Fig. 1: run 1, clock wires, drivers and flops
Scale bar: 20 um.
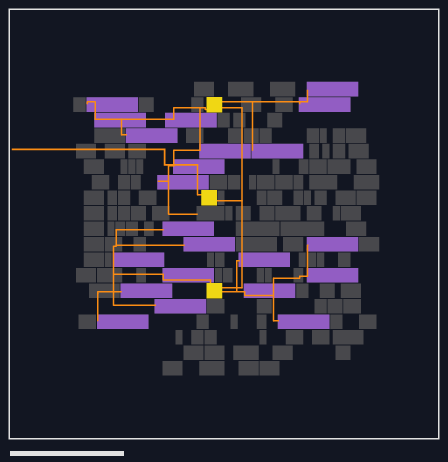
Fig. 2: run 1, placement by cell class
Scale bar: 20 um.
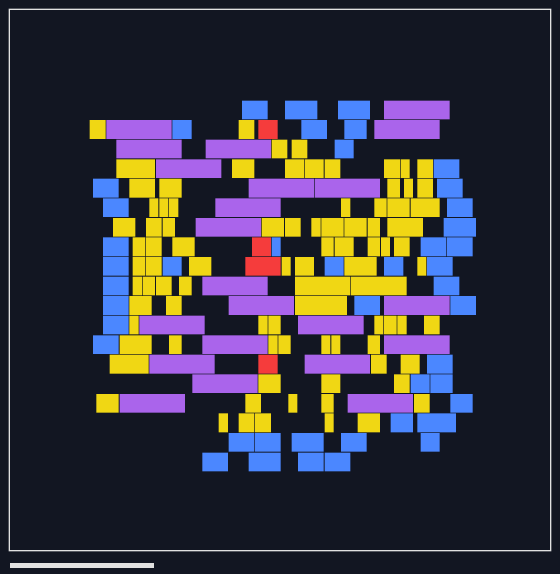
Fig. 3: run 1, metal layers overlaid
Only two layers are drawn.
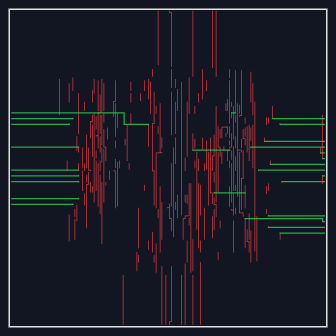
### config.mk
export PLATFORM = sky130hd
export DESIGN_NAME = decode_ctrl_pipe
export DESIGN_NICKNAME = d
export VERILOG_FILES = /design/src/rtl/decode_pkg.sv /design/src/rtl/opcode_decode.sv /design/src/rtl/decode_ctrl_pipe.sv
export SDC_FILE = /design/constraint.sdc
export NUM_CORES = 1
export LEC_CHECK = 0
export CORE_MARGIN = 10
export CORE_UTILIZATION = 38
export DETAILED_ROUTE_END_ITERATION = 10
export GPL_TIMING_DRIVEN = 0
export PLACE_DENSITY = 0.67
export SLEW_MARGIN = 25
export SYNTH_ARGS = -nofsm -noshare
export SYNTH_HDL_FRONTEND = slang
export SYNTH_SLANG_ARGS = --single-unit
### constraint.sdc
create_clock -name clk -period 1.8 [get_ports clk]
set_input_delay 0.27 -clock clk [delete_from_list [all_inputs] [get_ports clk]]
set_output_delay 0.27 -clock clk [all_outputs]
set_load 0.005 [all_outputs]
### src/rtl/decode_pkg.sv
// decode_pkg
// Shared types for the pipelined RV32I main-decoder slice:
//   - opcode constants (bits [6:0] of the instruction)
//   - encodings for the immediate-source, result-source and ALU-op fields
//   - ctrl_t, the control bundle carried down the pipeline
package decode_pkg;

  localparam logic [6:0] OPC_LOAD   = 7'b0000011;
  localparam logic [6:0] OPC_OPIMM  = 7'b0010011;
  localparam logic [6:0] OPC_STORE  = 7'b0100011;
  localparam logic [6:0] OPC_OP     = 7'b0110011;
  localparam logic [6:0] OPC_BRANCH = 7'b1100011;
  localparam logic [6:0] OPC_JAL    = 7'b1101111;
  localparam logic [6:0] OPC_JALR   = 7'b1100111;
  localparam logic [6:0] OPC_LUI    = 7'b0110111;

  typedef enum logic [2:0] {
    IMM_I = 3'b000,
    IMM_S = 3'b001,
    IMM_B = 3'b010,
    IMM_J = 3'b011,
    IMM_U = 3'b100
  } imm_src_e;

  typedef enum logic [1:0] {
    RES_ALU = 2'b00,
    RES_MEM = 2'b01,
    RES_PC4 = 2'b10
  } result_src_e;

  typedef enum logic [1:0] {
    ALU_ADD   = 2'b00,
    ALU_SUB   = 2'b01,
    ALU_FUNCT = 2'b10,
    ALU_PASSB = 2'b11
  } alu_op_e;

  typedef struct packed {
    imm_src_e    imm_src;
    result_src_e result_src;
    alu_op_e     alu_op;
    logic        branch;
    logic        mem_write;
    logic        alu_src;
    logic        reg_write;
    logic        j;
    logic        jump_reg;
    logic        illegal;
  } ctrl_t;

  // All-zero bundle: what a bubble or an unrecognised opcode carries.
  localparam ctrl_t CTRL_NOP = '{
    imm_src:    IMM_I,
    result_src: RES_ALU,
    alu_op:     ALU_ADD,
    branch:     1'b0,
    mem_write:  1'b0,
    alu_src:    1'b0,
    reg_write:  1'b0,
    j:          1'b0,
    jump_reg:   1'b0,
    illegal:    1'b0
  };

endpackage

### src/rtl/opcode_decode.sv
// opcode_decode
// Purely combinational main decoder: 7-bit opcode -> ctrl_t.
// Unknown opcodes decode to an all-zero NOP with the illegal flag set.
// Ports:
//   op   in  [6:0]  instruction opcode
//   ctrl out ctrl_t decoded control bundle
module opcode_decode
  import decode_pkg::*;
(
  input  logic [6:0] op,
  output ctrl_t      ctrl
);

  always_comb begin
    ctrl = CTRL_NOP;
    unique case (op)
      OPC_LOAD: begin
        ctrl.reg_write  = 1'b1;
        ctrl.alu_src    = 1'b1;
        ctrl.result_src = RES_MEM;
        ctrl.imm_src    = IMM_I;
        ctrl.alu_op     = ALU_ADD;
      end
      OPC_OPIMM: begin
        ctrl.reg_write = 1'b1;
        ctrl.alu_src   = 1'b1;
        ctrl.imm_src   = IMM_I;
        ctrl.alu_op    = ALU_FUNCT;
      end
      OPC_STORE: begin
        ctrl.mem_write = 1'b1;
        ctrl.alu_src   = 1'b1;
        ctrl.imm_src   = IMM_S;
        ctrl.alu_op    = ALU_ADD;
      end
      OPC_OP: begin
        ctrl.reg_write = 1'b1;
        ctrl.alu_op    = ALU_FUNCT;
      end
      OPC_BRANCH: begin
        ctrl.branch  = 1'b1;
        ctrl.imm_src = IMM_B;
        ctrl.alu_op  = ALU_SUB;
      end
      OPC_JAL: begin
        ctrl.reg_write  = 1'b1;
        ctrl.j          = 1'b1;
        ctrl.imm_src    = IMM_J;
        ctrl.result_src = RES_PC4;
      end
      OPC_JALR: begin
        ctrl.reg_write  = 1'b1;
        ctrl.j          = 1'b1;
        ctrl.jump_reg   = 1'b1;
        ctrl.alu_src    = 1'b1;
        ctrl.imm_src    = IMM_I;
        ctrl.result_src = RES_PC4;
        ctrl.alu_op     = ALU_ADD;
      end
      OPC_LUI: begin
        ctrl.reg_write = 1'b1;
        ctrl.alu_src   = 1'b1;
        ctrl.imm_src   = IMM_U;
        ctrl.alu_op    = ALU_PASSB;
      end
      default: begin
        ctrl.illegal = 1'b1;
      end
    endcase
  end

endmodule

### src/rtl/decode_ctrl_pipe.sv
// decode_ctrl_pipe
// Pipelined RV32I main decoder between IF/ID and ID/EX. The opcode is decoded
// once and the control bundle travels through PIPE_DEPTH register stages under
// a valid/ready handshake; bubbles are kept, never compressed.
// Optional feature macro: ILLEGAL_TRAP_EN (adds trap / trap_ack).
// Parameters:
//   PIPE_DEPTH  number of control stages (1..4), latency in cycles
//   CNT_W       width of the saturating illegal-opcode counter
// Ports:
//   clk, rst            clock (rising edge), async active-high reset
//   in_valid/in_ready   input handshake, op is the 7-bit opcode
//   flush               invalidates every in-flight entry on the next edge
//   out_valid/out_ready output handshake
//   ImmSrc..JumpReg     decoded control fields
//   illegal             output entry held an unrecognised opcode
//   illegal_cnt         accepted illegal opcodes, saturating
//   trap, trap_ack      (ILLEGAL_TRAP_EN only) sticky trap on a consumed
//                       illegal entry, cleared by trap_ack or flush
module decode_ctrl_pipe
  import decode_pkg::*;
#(
  parameter int PIPE_DEPTH = 1,
  parameter int CNT_W      = 8
) (
  input  logic             clk,
  input  logic             rst,
  input  logic             in_valid,
  output logic             in_ready,
  input  logic [6:0]       op,
  input  logic             flush,
  output logic             out_valid,
  input  logic             out_ready,
  output logic [2:0]       ImmSrc,
  output logic [1:0]       ResultSrc,
  output logic [1:0]       ALUOp,
  output logic             Branch,
  output logic             MemWrite,
  output logic             ALUSrc,
  output logic             RegWrite,
  output logic             J,
  output logic             JumpReg,
  output logic             illegal,
  output logic [CNT_W-1:0] illegal_cnt
`ifdef ILLEGAL_TRAP_EN
  ,
  output logic             trap,
  input  logic             trap_ack
`endif
);

  ctrl_t dec_ctrl;
  ctrl_t out_ctrl;
  logic  en;
  logic  accept;
  logic  trap_hold;
  logic  last_vld;
  ctrl_t last_ctrl;

  opcode_decode u_decode (
    .op   (op),
    .ctrl (dec_ctrl)
  );

`ifdef ILLEGAL_TRAP_EN
  assign trap_hold = trap;
`else
  assign trap_hold = 1'b0;
`endif

  // A pending trap freezes the pipeline and hides its output, so nothing
  // behind the offending instruction is lost while the trap is serviced.
  assign out_valid = last_vld & ~trap_hold;
  assign en        = ~trap_hold & (out_ready | ~out_valid);
  assign in_ready  = en;
  assign accept    = in_valid & in_ready;

  // Each stage owns its own valid bit and bundle; invalid stages always hold
  // an all-zero bundle so the outputs are zero whenever out_valid is low.
  for (genvar g = 0; g < PIPE_DEPTH; g++) begin : gen_stage
    logic  vld;
    ctrl_t ctrl;

    if (g == 0) begin : g_first
      always_ff @(posedge clk or posedge rst) begin
        if (rst) begin
          vld  <= 1'b0;
          ctrl <= CTRL_NOP;
        end else if (flush) begin
          vld  <= 1'b0;
          ctrl <= CTRL_NOP;
        end else if (en) begin
          vld  <= in_valid;
          ctrl <= in_valid ? dec_ctrl : CTRL_NOP;
        end
      end
    end else begin : g_next
      always_ff @(posedge clk or posedge rst) begin
        if (rst) begin
          vld  <= 1'b0;
          ctrl <= CTRL_NOP;
        end else if (flush) begin
          vld  <= 1'b0;
          ctrl <= CTRL_NOP;
        end else if (en) begin
          vld  <= gen_stage[g-1].vld;
          ctrl <= gen_stage[g-1].ctrl;
        end
      end
    end
  end

  assign last_vld  = gen_stage[PIPE_DEPTH-1].vld;
  assign last_ctrl = gen_stage[PIPE_DEPTH-1].ctrl;
  assign out_ctrl  = out_valid ? last_ctrl : CTRL_NOP;

  assign ImmSrc    = out_ctrl.imm_src;
  assign ResultSrc = out_ctrl.result_src;
  assign ALUOp     = out_ctrl.alu_op;
  assign Branch    = out_ctrl.branch;
  assign MemWrite  = out_ctrl.mem_write;
  assign ALUSrc    = out_ctrl.alu_src;
  assign RegWrite  = out_ctrl.reg_write;
  assign J         = out_ctrl.j;
  assign JumpReg   = out_ctrl.jump_reg;
  assign illegal   = out_ctrl.illegal;

  // Counts illegal opcodes at acceptance; an input dropped by a simultaneous
  // flush was never accepted into the pipe and is not counted.
  always_ff @(posedge clk or posedge rst) begin
    if (rst) begin
      illegal_cnt <= '0;
    end else if (accept && !flush && dec_ctrl.illegal && (illegal_cnt != {CNT_W{1'b1}})) begin
      illegal_cnt <= illegal_cnt + 1'b1;
    end
  end

`ifdef ILLEGAL_TRAP_EN
  always_ff @(posedge clk or posedge rst) begin
    if (rst) begin
      trap <= 1'b0;
    end else if (flush || trap_ack) begin
      trap <= 1'b0;
    end else if (out_valid && out_ready && last_ctrl.illegal) begin
      trap <= 1'b1;
    end
  end
`endif

endmodule

==> impl_metrics.env, run 1 <==
# physical design summary
export IMPL_status="finished clean"
export IMPL_yosys_area_um2=1150
export IMPL_tightest_slew_ps=808
export IMPL_synth_cell_types=34
export IMPL_synthTopCellsByCount="dfrtp_1 (22), and2_1 (13), nand2_1 (11)"
export IMPL_yosysTopAreaCell="dfrtp_1"
export IMPL_chipArea_um2=5640
export IMPL_root_buffer="clkbuf_4"
export IMPL_slew_headroom_pct=46.1
export IMPL_syn_avg_cell_area_um2=10.2
export IMPL_drive_gt1_share_pct=15.8
export IMPL_peakVddDrop_uv=597
export IMPL_top_logic_kind="simple AND/OR/NAND/NOR gates"
export IMPL_antenna_found_initial=0
export IMPL_fin_cells=189
export IMPL_synth_cellmix_xorXnorShare_pct=4.56
export IMPL_synth_cells_yosys=113
export IMPL_syn_inst=113
export IMPL_cp_data_required_time_ps=2000
export IMPL_synth_seq_share_pct=47.7
export IMPL_grt_pass1_wl_um=4570
export IMPL_aoi_share_pct=10.6
export IMPL_ys_seq_elements=22
export IMPL_die_h_um=75.1
export IMPL_path_max_fanout=7
export IMPL_warning_count=26
export IMPL_final_setup_viol_count=0
export IMPL_clock_path_buffers=2
export IMPL_top_area_share_pct=47.7
export IMPL_overflow=0
export IMPL_max_freq_ghz=0.558
export IMPL_clk_pin_slew_ps=110
export IMPL_drc=0
export IMPL_synthMuxAreaShare_pct=2.60
export IMPL_cts_buffers_inserted=3
export IMPL_hpwl_um=2090
export IMPL_synth_cellmix_simpleShare_pct=30.2
export IMPL_antenna_cells=0
export IMPL_h_tree_depth=1
export IMPL_drtIter0Drc=34
export IMPL_io_buffers=35
export IMPL_grt_max_degree=23
export IMPL_slew_violations=0
export IMPL_ant_nets=0
export IMPL_drtPass1Iterations=4
export IMPL_hold_viol=0
export IMPL_ios=36
export IMPL_hold_buffers=0
export IMPL_most_common_cell="dfrtp_1"
export IMPL_power_density_nw_per_um2=749
export IMPL_yosys_warnings=0
export IMPL_synthesis_area_um2=1150
export IMPL_adder_share_pct=1.08
## Picture notes: Fig. 1
[cells driving clock nets] yellow | count: 3
[clock wires] orange | length: 288 um
[flip-flops] purple | count: 22
routed clock nets: 4
Clock group: 273 uW
clk_lat worst skew: 310 ps
worst clock skew: 8.92 ps
Clock Power Share: 21.9%

## Picture notes: Fig. 2
| class | color | cells | share of their area |
|---|---|---|---|
| flip-flops | purple | 22 | 34% |
| other buffers and delay cells | blue | 44 | 26% |
| all other logic | yellow | 88 | 37% |
| clock drivers and dummy loads | red | 4 | 2.2% |
end-of-flow core utilization: 58.8%
Design Area, Final: 1660 um2
Core ar.: 2830 um2
row cnt: 19

## Picture notes: Fig. 3
| layer | color | wire length |
|---|---|---|
| met2 | red | 1360 um |
| met3 | green | 325 um |
GRT Util Overall: 10.3%
Routed wire per std cell: 15.3 um
total number of vias: 998
final WL: 2890 um

## run 1: flip-flops by register name, summed over array words and instances (netlist names)
name / flops
illegal_cnt: 8
gen_stage.ctrl: 13
out_valid: 1
## run 1: critical path: stages
cell,delay (ps)
clkdlybuf4s50_1,600
nand4bb_1,220
a21oi_2,70
nor4_4,260
buf_4,200
nand3_2,80
mux2_4,300
## run 1: worst paths after layout
| kind | from | endpoint | depth (start not counted) |
|---|---|---|---|
| hold reg to reg | gen_stage[0].ctrl[3] | gen_stage[0].ctrl[3] | 2 |
| hold / removal | op[5] | gen_stage[0].ctrl[9] | 2 |
| setup / recovery | op[3] | illegal_cnt[6] | 7 |
| min in group asynchronous | rst | illegal_cnt[0] | 2 |
| max in group asynchronous | rst | gen_stage[0].ctrl[9] | 2 |
| setup reg to reg | out_valid | illegal_cnt[6] | 7 |
## run 1: repair_timing
| action | CTS | global route |
|---|---|---|
| pin swaps | 1 | 1 |
| endpoints found under the setup margin | 13 | 14 |
| gates resized | 8 | 8 |
| buffers inserted | 5 | 1 |
## run 1: placed cells by master (no fill, tap or decap), drive strengths merged
master         instances
clkdlybuf4s50         26
dfrtp                 22
and2                  13
nand2                 12
buf                    8
nand3                  7
inv                    6
xnor2                  6
dlymetal6s2s           5
a21o                   5
a21oi                  5
clkbuf                 5
nor2                   4
o21ai                  4
dlygate4sd2            4
nand2b                 4
nor4                   4
and3                   3
nor3                   2
mux2                   2
a211o                  2
nand3b                 1
or3                    1
nand4bb                1
and2b                  1
nand4                  1
o41ai                  1
a41oi                  1
nor2b                  1
ha                     1
## run 1: cell families after synthesis
| kind of cell | count (synthesis) |
|---|---|
| AND/OR/NAND/NOR | 55 |
| flip-flops | 22 |
| AND-OR/OR-AND | 18 |
| buffers and inverters | 9 |
| XOR/XNOR | 6 |
| multiplexers | 2 |
| adder cells (fa/ha/maj) | 1 |
## run 1: through the flow
step	TNS [ps]	total power, uW	worst slack, ps	area (um2)
2_1_floorplan	0	779	126	1150
3_3_place_gp	-3130	965	-407	1540
3_5_place_dp	-3300	965	-409	1540
4_1_cts	0	1250	3.45	1630
5_1_grt	-2.60	1330	-2.60	1660
6_report	0	1250	9.39	1660
## run 1: layer usage
layer | up-vias | wire (um) | GRT usage (%)
met2 | 29 | 1360 | 16.3
met4 | 0 | 0 | 3.78
met3 | 0 | 325 | 4.60
met1 | 489 | 1200 | 12.0
met5 | - | 0 | 0
li1 | 480 | - | -
## run 1: power breakdown
part / leakage [uW] / internal, uW / switching, uW
registers: 0.000296 / 552 / 74.0
logic: 0.000552 / 216 / 131
clock network: 0.0000210 / 124 / 150
total: 0.000869 / 892 / 354
## run 1: cell type report
| cell class | instances | area, um2 | share of cell area (%) |
|---|---|---|---|
| clock buffers | 4 | 36.3 | 2.18 |
| inverters | 6 | 22.5 | 1.35 |
| flip-flops and latches | 22 | 551 | 33.1 |
| repair buffers | 41 | 403 | 24.2 |
| well taps | 31 | 38.8 | 2.33 |
| plain buffers | 3 | 26.3 | 1.58 |
| multi-input cells | 82 | 586 | 35.2 |
==> run 1 -> run 2 <==
--- a/config.mk
+++ b/config.mk
@@ -6,11 +6,11 @@
 export NUM_CORES = 1
 export LEC_CHECK = 0
 export CORE_MARGIN = 10
-export CORE_UTILIZATION = 38
+export CORE_UTILIZATION = 35
 export DETAILED_ROUTE_END_ITERATION = 10
 export GPL_TIMING_DRIVEN = 0
-export PLACE_DENSITY = 0.67
 export SLEW_MARGIN = 25
 export SYNTH_ARGS = -nofsm -noshare
 export SYNTH_HDL_FRONTEND = slang
+export SYNTH_HIERARCHICAL = 1
 export SYNTH_SLANG_ARGS = --single-unit
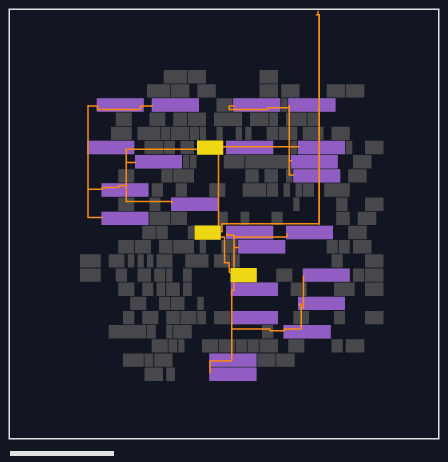
Fig. 4. Clock wires, drivers and flops (run 2).
Scale bar: 20 um.
[flip-flops] purple | count: 23
[clock wires] orange | length: 304 um
[cells driving clock nets] yellow | count: 3
routed clock nets: 4
clk_lat worst skew: 270 ps
worst clock skew: 9.71 ps
Clock group: 316 uW
Clock Power Share: 22.6%

==> impl_metrics.env, run 2 <==
# physical design summary
export IMPL_grt_busiest_layer="met2"
export IMPL_yosys_warnings=6
export IMPL_utilization_pct=50.8
export IMPL_synth_cells_yosys=134
export IMPL_die_h_um=82.2
export IMPL_core_um2=3690
export IMPL_clk_pin_slew_ps=90
export IMPL_antenna_cells=0
export IMPL_overflow=0
export IMPL_startpoint="op[0]"
export IMPL_use_met3_pct=1.84
export IMPL_cts_buffers_inserted=3
export IMPL_most_common_cell="dfrtp_1"
export IMPL_cp_endpoint="illegal_cnt[6]"
export IMPL_regMostFlops="gen_stage.ctrl"
export IMPL_syn_avg_cell_area_um2=10.1
export IMPL_grt_max_degree=24
export IMPL_worstReg2RegEnd="illegal_cnt[1]"
export IMPL_top_area_share_pct=42.6
export IMPL_synth_cell_types=41
export IMPL_grt_use_total_pct=10.0
export IMPL_tightest_slew_ps=851
export IMPL_warning_count=26
export IMPL_drtIter0Drc=67
export IMPL_rows=22
export IMPL_status="finished clean"
export IMPL_path_max_fanout=7
export IMPL_tns_ps=0
export IMPL_syn_inst=134
export IMPL_synthesis_area_um2=1350
export IMPL_ys_seq_elements=23
export IMPL_antenna_found_initial=0
export IMPL_synth_seq_share_pct=42.6
export IMPL_clock_path_buffers=2
export IMPL_slew_headroom_pct=43.2
export IMPL_mostFrequentLayoutCells="clkdlybuf4s50_1 (28), dfrtp_1 (23), and2_1 (14)"
export IMPL_cp_data_required_time_ps=1960
export IMPL_drtPass1Iterations=4
export IMPL_grt_util_met2_pct=15.4
export IMPL_yosys_area_um2=1350
export IMPL_hold_buffers=0
export IMPL_drc=0
export IMPL_hpwl_um=2580
export IMPL_root_buffer="clkbuf_8"
export IMPL_final_setup_viol_count=0
export IMPL_drive_gt1_share_pct=21.6
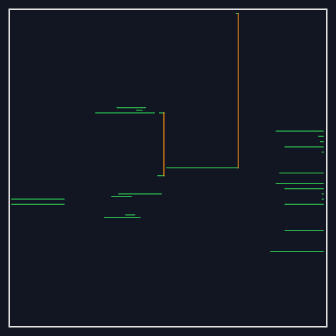
Fig. 5. Metal layers overlaid (run 2).
Only two layers are drawn.
| layer | color | wire length |
|---|---|---|
| met3 | green | 192 um |
| met4 | orange | 56.4 um |
Routed wire per std cell: 15.2 um
final WL: 3410 um
total number of vias: 1142

==> run 2: how the worst min path moves through the flow <==
stage          slack (ps)                   end  cells after the start            startpoint
6_report              380  gen_stage[0].ctrl[9]                      3                 op[5]
5_1_grt               380  gen_stage[0].ctrl[9]                      3                 op[5]
4_1_cts               380  gen_stage[0].ctrl[9]                      3                 op[5]
3_5_place_dp          470  gen_stage[0].ctrl[0]                      2  gen_stage[0].ctrl[0]
3_3_place_gp          460  gen_stage[0].ctrl[0]                      2  gen_stage[0].ctrl[0]
2_1_floorplan         270  gen_stage[0].ctrl[0]                      1                   rst
==> run 2: where the power goes <==
group	internal (uW)	switching, uW	leakage (uW)
clock network	154	162	0.0000255
logic	236	170	0.000498
registers	585	95.5	0.000309
==> run 2: cell families after synthesis <==
kind of cell / count (synthesis) / share of synthesized area [%]
fa+ha+maj: 1 / 0.925
compound gates: 23 / 14.0
xor+xnor: 5 / 3.24
mux: 4 / 3.33
flops: 23 / 42.6
buf+inv: 11 / 4.81
simple gates: 67 / 31.2
==> run 2: worst max-delay path: stages <==
cell	delay [ps]
clkdlybuf4s50_1	490
nand2_2	180
o21bai_2	190
nand4b_4	220
nor3_2	220
mux2_1	330
==> run 2: timing repair <==
action / 4_1_cts / 5_1_grt
gates resized: 11 / 13
gates cloned: 0 / 0
buffers inserted: 4 / 2
pin swaps: 5 / 4
endpoints found under the setup margin: 18 / 16
==> run 2: stage by stage <==
step,worst slack [ps],power [uW],std cells,instance area [um2]
6_report,53.4,1400,224,1870
4_1_cts,7.53,1400,222,1840
2_1_floorplan,4.25,859,134,1350
3_3_place_gp,-729,1060,214,1730
3_5_place_dp,-757,1080,214,1730
5_1_grt,-0.0386,1490,224,1870
==> run 2: final cells by class <==
cell class                      instances  area, um2
Inverter                                3       13.8
Multi-Input combinational cell        100        746
Buffer                                  8       71.3
Clock inverter                          1       5.00
Sequential cell                        23        576
Timing Repair Buffer                   38        360
Clock buffer                            3       41.3
Tap cell                               48       60.1
Fill cell                             357       1820
==> run 2: per-layer routing <==
metal,vias up,part of all wire [%]
li1,562,-
met1,540,46
met2,36,46
met3,4,5.6
met4,0,1.6
met5,-,0
Power figures rest on the tool's default switching activity, not on a simulated workload.
